<file path="config.mk">
export PLATFORM = sky130hd
export DESIGN_NAME = ccsds_turbo_rsc_enc_param
export DESIGN_NICKNAME = d
export VERILOG_FILES = /design/src/rtl/ccsds_turbo_pkg.sv /design/src/rtl/ccsds_rsc_trellis.sv /design/src/rtl/ccsds_turbo_rsc_enc_param.sv
export SDC_FILE = /design/constraint.sdc
export NUM_CORES = 1
export LEC_CHECK = 0
export CAP_MARGIN = 10
export CORE_UTILIZATION = 50
export CTS_CLUSTER_SIZE = 20
export DETAILED_ROUTE_END_ITERATION = 7
export PLACE_DENSITY = 0.73
export SETUP_SLACK_MARGIN = 0.3
export SYNTH_ARGS = -nofsm -noshare
export SYNTH_HDL_FRONTEND = slang
export SYNTH_HIERARCHICAL = 1
export SYNTH_SLANG_ARGS = --single-unit
</file>
<file path="constraint.sdc">
create_clock -name clk -period 3.49 [get_ports clk]
set_clock_uncertainty 0.1 [all_clocks]
set_input_delay 0.698 -clock clk [delete_from_list [all_inputs] [get_ports clk]]
set_output_delay 0.698 -clock clk [all_outputs]
set_load 0.005 [all_outputs]
</file>
<file path="src/rtl/ccsds_turbo_pkg.sv">
// Shared types, default CCSDS polynomials and the puncture-mask lookup
// used by both constituent encoders of the turbo encoder.
package ccsds_turbo_pkg;

    typedef enum logic [1:0] {
        RATE_1_2 = 2'd0,
        RATE_1_3 = 2'd1,
        RATE_1_4 = 2'd2,
        RATE_1_6 = 2'd3
    } rate_e;

    typedef enum logic [1:0] {
        ST_IDLE = 2'd0,
        ST_DATA = 2'd1,
        ST_TAIL = 2'd2
    } enc_state_e;

    // Bit MEM is the D^0 coefficient, bit MEM-j the D^j coefficient.
    localparam int         CCSDS_MEM = 4;
    localparam logic [4:0] CCSDS_G0  = 5'b10011;
    localparam logic [4:0] CCSDS_G1  = 5'b11011;
    localparam logic [4:0] CCSDS_G2  = 5'b10101;
    localparam logic [4:0] CCSDS_G3  = 5'b11111;

    // Mask bits are ordered {s, 1x, 2x, 3x} like the symbol itself.
    function automatic logic [3:0] punct_mask(input int enc_id, input rate_e rate,
                                              input logic odd);
        logic [3:0] m;
        m = 4'b0000;
        if (enc_id == 0) begin
            case (rate)
                RATE_1_2: m = odd ? 4'b1000 : 4'b1100;
                RATE_1_3: m = 4'b1100;
                RATE_1_4: m = 4'b1011;
                default:  m = 4'b1111;
            endcase
        end else begin
            case (rate)
                RATE_1_2: m = odd ? 4'b0100 : 4'b0000;
                RATE_1_3: m = 4'b0100;
                RATE_1_4: m = 4'b0100;
                default:  m = 4'b0101;
            endcase
        end
        return m;
    endfunction

endpackage

</file>
<file path="src/rtl/ccsds_rsc_trellis.sv">
// Combinational RSC trellis step: feedback, three parities and next state.
// state[j-1] holds s[j]; s[1] is the newest bit.
module ccsds_rsc_trellis
    import ccsds_turbo_pkg::*;
#(
    parameter int           MEM = CCSDS_MEM,
    parameter logic [MEM:0] G0  = CCSDS_G0,
    parameter logic [MEM:0] G1  = CCSDS_G1,
    parameter logic [MEM:0] G2  = CCSDS_G2,
    parameter logic [MEM:0] G3  = CCSDS_G3
) (
    input  logic [MEM-1:0] state,
    input  logic           u,
    input  logic           term,
    output logic [MEM-1:0] next_state,
    output logic           sys,
    output logic [2:0]     parity
);

    logic       fb;
    logic       a;
    logic [2:0] taps;

    always_comb begin
        fb   = 1'b0;
        taps = 3'b000;
        for (int j = 1; j <= MEM; j++) begin
            fb      = fb      ^ (G0[MEM-j] & state[j-1]);
            taps[2] = taps[2] ^ (G1[MEM-j] & state[j-1]);
            taps[1] = taps[1] ^ (G2[MEM-j] & state[j-1]);
            taps[0] = taps[0] ^ (G3[MEM-j] & state[j-1]);
        end
        // Termination feeds the feedback back in so the register input is zero.
        sys        = term ? fb : u;
        a          = sys ^ fb;
        parity     = taps ^ ({G1[MEM], G2[MEM], G3[MEM]} & {3{a}});
        next_state = {state[MEM-2:0], a};
    end

endmodule

</file>
<file path="src/rtl/ccsds_turbo_rsc_enc_param.sv">
// Parametrised CCSDS turbo constituent encoder with block counter, self-generated
// trellis termination, puncture mask and a single registered output stage.
module ccsds_turbo_rsc_enc_param
    import ccsds_turbo_pkg::*;
#(
    parameter int           MEM    = CCSDS_MEM,
    parameter logic [MEM:0] G0     = CCSDS_G0,
    parameter logic [MEM:0] G1     = CCSDS_G1,
    parameter logic [MEM:0] G2     = CCSDS_G2,
    parameter logic [MEM:0] G3     = CCSDS_G3,
    parameter int           K_MAX  = 16384,
    parameter int           ENC_ID = 0,
    parameter int           LW     = $clog2(K_MAX + 1)
) (
    input  logic          clk,
    input  logic          rst,
    input  logic          i_data,
    input  logic          i_valid,
    output logic          o_ready,
    input  logic [LW-1:0] i_blk_len,
    input  logic [1:0]    i_rate,
    output logic [3:0]    o_data,
    output logic [3:0]    o_mask,
    output logic          o_tail,
    output logic          o_last,
    output logic          o_valid,
    input  logic          i_ready
);

    // Handshakes: a transfer happens on a rising edge where valid and ready are
    // both high; valid never depends on ready, and a held symbol stays stable.
    enc_state_e     fsm;
    logic [MEM-1:0] trel_state;
    logic [MEM-1:0] trel_next;
    logic [LW-1:0]  blk_len;
    logic [LW-1:0]  cnt;
    logic [LW-1:0]  k_in;
    rate_e          rate;
    rate_e          rate_now;
    logic           n_odd;
    logic           n_now;
    logic           advance;
    logic           in_hs;
    logic           term;
    logic           tail_go;
    logic           load;
    logic           sys;
    logic [2:0]     parity;

    assign advance  = !o_valid || i_ready;
    assign o_ready  = (fsm != ST_TAIL) && advance;
    assign in_hs    = o_ready && i_valid;
    assign term     = (fsm == ST_TAIL);
    assign tail_go  = term && advance;
    assign load     = in_hs || tail_go;
    assign k_in     = (i_blk_len == '0) ? LW'(1) : i_blk_len;
    // The first symbol of a block uses the parameters being latched this cycle.
    assign rate_now = (fsm == ST_IDLE) ? rate_e'(i_rate) : rate;
    assign n_now    = (fsm == ST_IDLE) ? 1'b0 : n_odd;

    ccsds_rsc_trellis #(
        .MEM (MEM),
        .G0  (G0),
        .G1  (G1),
        .G2  (G2),
        .G3  (G3)
    ) u_trellis (
        .state      (trel_state),
        .u          (i_data),
        .term       (term),
        .next_state (trel_next),
        .sys        (sys),
        .parity     (parity)
    );

    always_ff @(posedge clk) begin
        if (rst) begin
            fsm        <= ST_IDLE;
            trel_state <= '0;
            blk_len    <= '0;
            cnt        <= '0;
            rate       <= RATE_1_2;
            n_odd      <= 1'b0;
            o_data     <= 4'b0000;
            o_mask     <= 4'b0000;
            o_tail     <= 1'b0;
            o_last     <= 1'b0;
            o_valid    <= 1'b0;
        end else begin
            if (load) begin
                trel_state <= trel_next;
                o_data     <= {sys, parity};
                o_mask     <= punct_mask(ENC_ID, rate_now, n_now);
                o_tail     <= term;
                o_last     <= term && (cnt == LW'(MEM - 1));
                o_valid    <= 1'b1;
                n_odd      <= ~n_now;
            end else if (i_ready) begin
                o_valid <= 1'b0;
            end

            case (fsm)
                ST_IDLE: begin
                    if (in_hs) begin
                        blk_len <= k_in;
                        rate    <= rate_now;
                        if (k_in == LW'(1)) begin
                            fsm <= ST_TAIL;
                            cnt <= '0;
                        end else begin
                            fsm <= ST_DATA;
                            cnt <= LW'(1);
                        end
                    end
                end
                ST_DATA: begin
                    if (in_hs) begin
                        if (cnt + LW'(1) == blk_len) begin
                            fsm <= ST_TAIL;
                            cnt <= '0;
                        end else begin
                            cnt <= cnt + LW'(1);
                        end
                    end
                end
                ST_TAIL: begin
                    // In TAIL the counter indexes the termination symbol.
                    if (tail_go) begin
                        if (cnt == LW'(MEM - 1)) begin
                            fsm <= ST_IDLE;
                            cnt <= '0;
                        end else begin
                            cnt <= cnt + LW'(1);
                        end
                    end
                end
                default: fsm <= ST_IDLE;
            endcase
        end
    end

endmodule

</file>
==> results.txt, run 1 <==
yosys + openroad results -> clock root buffer=clkbuf_8, worst-case register-to-register setup slack=0.46 ns, final WL=6980 microns, final critical path time including I/O delays and setup=3.03 ns, fraction of registers with async set/reset=0%, average instance area after synthesis=7.88 sq um, initial antenna violation count=0, number of setup violations in the final report=0, Synth Net Count=392, post-synthesis instance area=2880 sq um, clock transition at the register clock pins on the worst setup and hold paths after CTS=0.09 ns, outcome=finished, final reports clean, FA/HA/MAJ Cells, Area Fraction=2.17%, ports placed on the boundary=34, worst reg-to-reg path cell count=9, Post-CTS Setup Inserts=0, total number of placement rows=27, number of synthesized register bits=49, element type at the critical path end=flip-flop, core area=5540 sq um, endpoint required time on the critical path=3.65 ns, routed wire length per instance=15.2 microns, Total Power Consumption=1810 uW, pin count of the biggest net entering global routing=42, data arrival time of the worst path=3.19 ns, power density over cell area=546 nW/um^2, H-Tree Level Count=2, Die Ht=77.9 microns, most numerous cell types in the synthesized netlist=56 x nand2_1, 49 x dfxtp_1, 28 x nor2_1, register cell area after layout=981 sq um, via count of the first global-routing pass=2565, number of DRC markers after the initial detailed-route iteration=251, Final Hold Violating Endpoints=0, unrepaired setup endpoints after global routing=no, wire length of the first global-routing pass=12100 microns
==> run 1: registers in the layout, indices dropped and copies added (netlist names) <==
register / count
blk_len: 15
cnt: 15
fsm: 2
n_odd: 1
o_data: 4
o_last: 1
o_mask: 3
o_tail: 1
o_valid: 1
rate: 2
trel_state: 4
==> run 1: how the worst max path moves through the flow <==
| stage | to | slack [ns] | cells after the start | startpoint |
|---|---|---|---|---|
| after floorplan | cnt[6] | 0.78 | 10 | cnt[0] |
| after global placement | fsm[1] | 0.41 | 8 | i_blk_len[1] |
| after detailed placement | cnt[10] | 0.42 | 8 | i_ready |
| after CTS | cnt[9] | 0.46 | 9 | cnt[0] |
| after global routing | fsm[1] | 0.35 | 9 | cnt[0] |
| final | fsm[1] | 0.46 | 9 | cnt[0] |
==> run 1: cell type report <==
class,instances,share of cell area [%]
repair buffers,44,12.4
well taps,72,2.72
clock buffers,5,2.07
inverters,6,0.679
clock inverters,3,0.528
flip-flops and latches,49,29.6
multi-input cells,279,52.0
==> run 1: cells in the final DEF, fill, tap and decap left out, types with 3 or more instances in the layout <==
cell,n
dfxtp_1,49
and4_1,6
ha_1,4
o22ai_1,3
a22oi_1,7
nand3_1,8
nor4_1,4
a211oi_1,5
o21ai_0,9
nand4_1,6
or3_1,6
nand2b_1,8
nor3_1,8
a21oi_1,27
xnor2_1,11
or4_1,6
nor2_1,28
xor2_1,9
clkdlybuf4s50_1,33
inv_1,6
nor2b_1,6
a32oi_1,10
nand2_1,56
o31ai_1,9
nand3b_1,3
clkbuf_8,5
mux2i_1,4
and3_1,10
buf_4,11
==> run 1: power by group <==
part	total, uW	internal, uW	switching, uW
combinational	753	325	428
clock	336	139	197
sequential	721	643	78.2
total	1810	1110	704
==> run 1: per-stage QoR <==
step / hold slack, ns / worst slack (ns) / cell area (sq um) / cells / utilization, %
final: 0.362 / 0.461 / 3320 / 458 / 59.9
after global routing: 0.381 / 0.349 / 3320 / 458 / 59.9
after CTS: 0.365 / 0.458 / 3310 / 458 / 59.8
after detailed placement: 0.350 / 0.421 / 3230 / 450 / 58.2
after global placement: 0.340 / 0.412 / 3230 / 450 / 58.2
after floorplan: 0.333 / 0.783 / 2880 / 365 / -
==> run 1: cells by family after synthesis <==
family | count (synthesis)
buffers and inverters | 37
DFF | 49
adders and majority gates | 5
and+or+nand+nor | 164
xor gates and xnor gates | 21
muxes | 4
AOI/OAI and AO/OA | 85
==> run 1: worst max-delay path, cell delays in order (launching register included) <==
cell and delay [ns]:
dfxtp_1 0.49, ha_2 0.30, nand3_1 0.26, nor2_1 0.23, a21oi_1 0.08, or4_1 0.45, nor4_4 0.32, nand2_2 0.25
or3_1 0.40, nand3_1 0.08
==> run 1: per-layer routing <==
metal  up-vias  routed length (microns)  global-route usage (%)
met3        23                      398                    5.18
met5         -                        0                       0
li1       1357                        -                       -
met1      1215                     3310                    34.4
met4         0                      198                    12.6
met2        95                     3070                    37.5
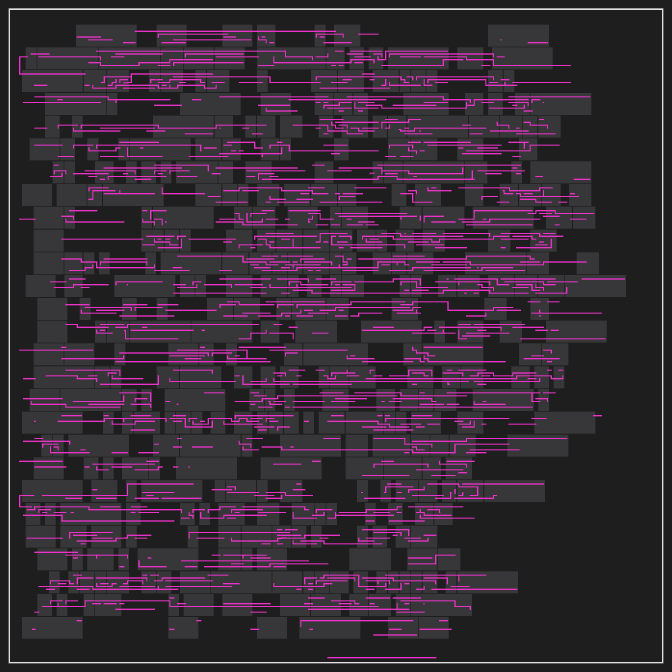
Figure 1: run 1, the metal 1 layer.
- share of all routed wire: 47%
- wire length on this layer: 3310 microns
- nets with wire on the layer: 377
- main direction: horizontal
- longest straight run: 28.5 microns
met1 Use GR: 34.4%
total via count after detailed routing: 2690

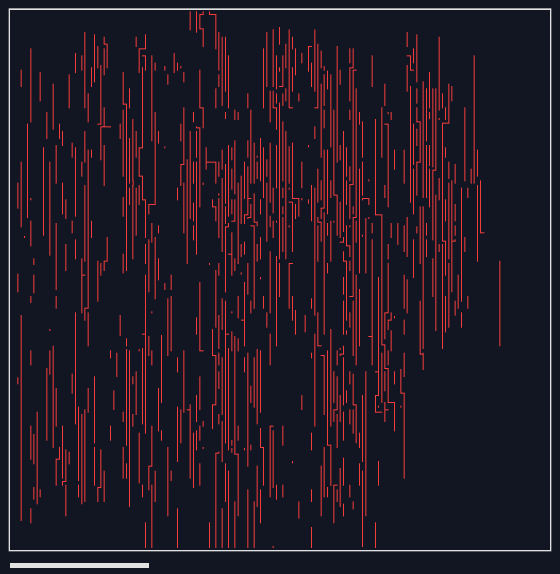
Figure 2: run 1, M2 wires.
The bar under the picture is 20 microns long.
- nets with wire on the layer: 326
- wire length on this layer: 3070 microns
- longest straight run: 29.6 microns
- main direction: vertical

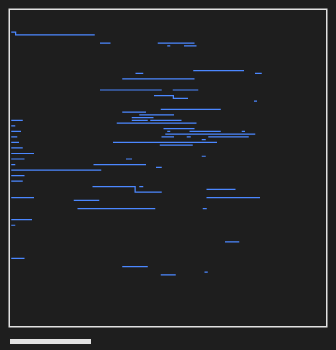
Figure 3: run 1, met3 routing.
The bar under the picture is 20 microns long.
- wire length on this layer: 399 microns
- nets with wire on the layer: 44

## Run 2: what changed since run 1
Settings changed: CAP_MARGIN 10 to default, CORE_UTILIZATION 50 to 38, PLACE_DENSITY 0.73 to default.
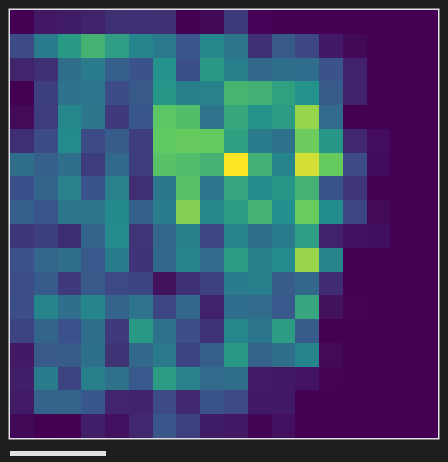
Figure 4: run 2, wire density map.
The bar under the picture is 20 microns long. 18 x 18 tiles, from dark purple (low) to yellow (high), scaled to the fullest tile. Values are wire area over tile area, all layers added.
- emptiest ninth of the die: bottom right
- nearly empty tiles: 24%
- mean over tiles: 0.14
- tiles over half the peak: 14%
total via count after detailed routing: 2656
routed wire length per instance: 14.6 microns
All-Layer GR Usage: 19.6%
final WL: 7100 microns

==> results.txt, run 2 <==
yosys + openroad results -> Netlist cell types=51, via count of the first global-routing pass=2409, data arrival time of the worst path=3.13 ns, Final Hold Violating Endpoints=0, number of setup violations in the final report=0, CP top delay family=simple AND/OR/NAND/NOR gates, clock root buffer=clkbuf_8, Die Ht=89.0 microns, Tightest Hold Check Type=flip-flop to flip-flop, unrepaired setup endpoints after global routing=no, type of the worst setup path=flip-flop to flip-flop, Initial Util=39.4%, most numerous cell types in the synthesized netlist=56 x nand2_1, 49 x dfxtp_1, 28 x nor2_1, worst reg-to-reg path cell count=9, fraction of registers with async set/reset=0%, endpoint required time on the critical path=3.64 ns, Max Transition Viols Final=0, slowest CP cell=dfxtp_1, post-synthesis cell type with the largest combined area=dfxtp_1, per-cell via count in the routed design=5.48, total number of placement rows=31, Post-CTS Setup Inserts=0, H-Tree Level Count=2, cell mode on critical path=nand3_1, Synth Net Count=392, number of DRC markers after the initial detailed-route iteration=177, core area=7290 sq um, CP max stage delay=0.48 ns, count of buffer and inverter cells on the critical path=0, initial antenna violation count=0, post-synthesis instance area=2880 sq um, number of synthesized register bits=49, instance area at placement=3260 sq um, worst-case register-to-register setup slack=0.52 ns, area reported by Yosys stat=2880 sq um, most frequently placed logic cells in the final layout=56 x nand2_1, 49 x dfxtp_1, 33 x clkdlybuf4s50_1, final critical path time including I/O delays and setup=2.97 ns, cell-by-cell trace of the critical path=ha_1 > nand3_1 > nor2_2 > a21oi_1 > or4_1 > nor4_4 > nand2_2 > or3_1 > nand3_1, most frequent logic cell in the layout=nand2_1, average instance area after synthesis=7.88 sq um, pin count of the biggest net entering global routing=38, clock transition at the register clock pins on the worst setup and hold paths after CTS=0.09 ns, TNS Setup=0 ns, wire length of the first global-routing pass=12100 microns, final non-filler cell area=3380 sq um, count of flip-flops with a built-in enable after synthesis=0, element type at the critical path end=flip-flop, biggest regs=blk_len (15), cnt (15), outcome=finished, final reports clean, ports placed on the boundary=34
[run 2: cell types whose count changed in the layout (fill, tap and decap cells not counted)]
| cell | change |
|---|---|
| bufinv_16 | +1 |
| ha_2 | -1 |
| nor2_1 | -1 |
| ha_1 | +1 |
| nor2_2 | +1 |
| clkinv_2 | -2 |
| clkbuf_8 | +1 |
[run 2: cell families (layout without fill, tap and decap cells)]
kind of cell,after synthesis,in the layout,share of synthesized area (%)
compound gates,85,85,19.6
xor+xnor,21,21,6.87
fa+ha+maj,5,5,2.17
buf+inv,37,58,6.09
flops,49,49,34.1
mux,4,4,1.39
simple gates,164,164,29.8
[run 2: cell type report]
cell class | count | area, sq um
Clock buffer | 6 | 82.6
Clock inverter | 2 | 37.5
Fill cell | 782 | 3910
Inverter | 6 | 22.5
Multi-Input combinational cell | 279 | 1720
Sequential cell | 49 | 981
Tap cell | 99 | 124
Timing Repair Buffer | 44 | 413
[run 2: through the flow]
stage	power, uW	hold WS (ns)	util (%)	worst slack, ns	cells
6_report	1910	0.359	46.4	0.516	485
5_1_grt	2040	0.386	46.4	0.280	485
4_1_cts	1920	0.365	46.4	0.373	485
3_5_place_dp	1490	0.351	44.7	0.397	477
3_3_place_gp	1490	0.343	44.7	0.404	477
2_1_floorplan	1250	0.333	-	0.783	365
[run 2: power breakdown]
group | total [uW] | switching (uW) | internal, uW
sequential | 721 | 77.7 | 643
combinational | 757 | 425 | 332
clock | 431 | 198 | 233
total | 1910 | 701 | 1210
[run 2: how the worst max path moves through the flow]
| stage | startpoint | end | slack, ns | cells past startpoint |
|---|---|---|---|---|
| after floorplan | cnt[0] | cnt[6] | 0.78 | 10 |
| after global placement | cnt[0] | cnt[9] | 0.40 | 9 |
| after detailed placement | cnt[0] | cnt[9] | 0.40 | 9 |
| after CTS | cnt[0] | cnt[9] | 0.37 | 9 |
| after global routing | cnt[0] | fsm[1] | 0.28 | 9 |
| final | cnt[0] | fsm[1] | 0.52 | 9 |
[run 2: per-layer routing]
layer  up-vias  share of wire, %  global-route usage [%]
met3         9               5.8                    3.60
met5         -                 0                       0
met4         0               1.1                    4.76
met2        75                44                    30.5
met1      1210                49                    28.1
li1       1362                 -                       -
[run 2: worst reg2reg max path, cell delays in order (launching register included)]
cell	delay, ns
dfxtp_1	0.48
ha_1	0.32
nand3_1	0.15
nor2_2	0.26
a21oi_1	0.10
or4_1	0.47
nor4_4	0.32
nand2_2	0.24
or3_1	0.40
nand3_1	0.09
Power figures rest on the tool's default switching activity, not on a simulated workload.
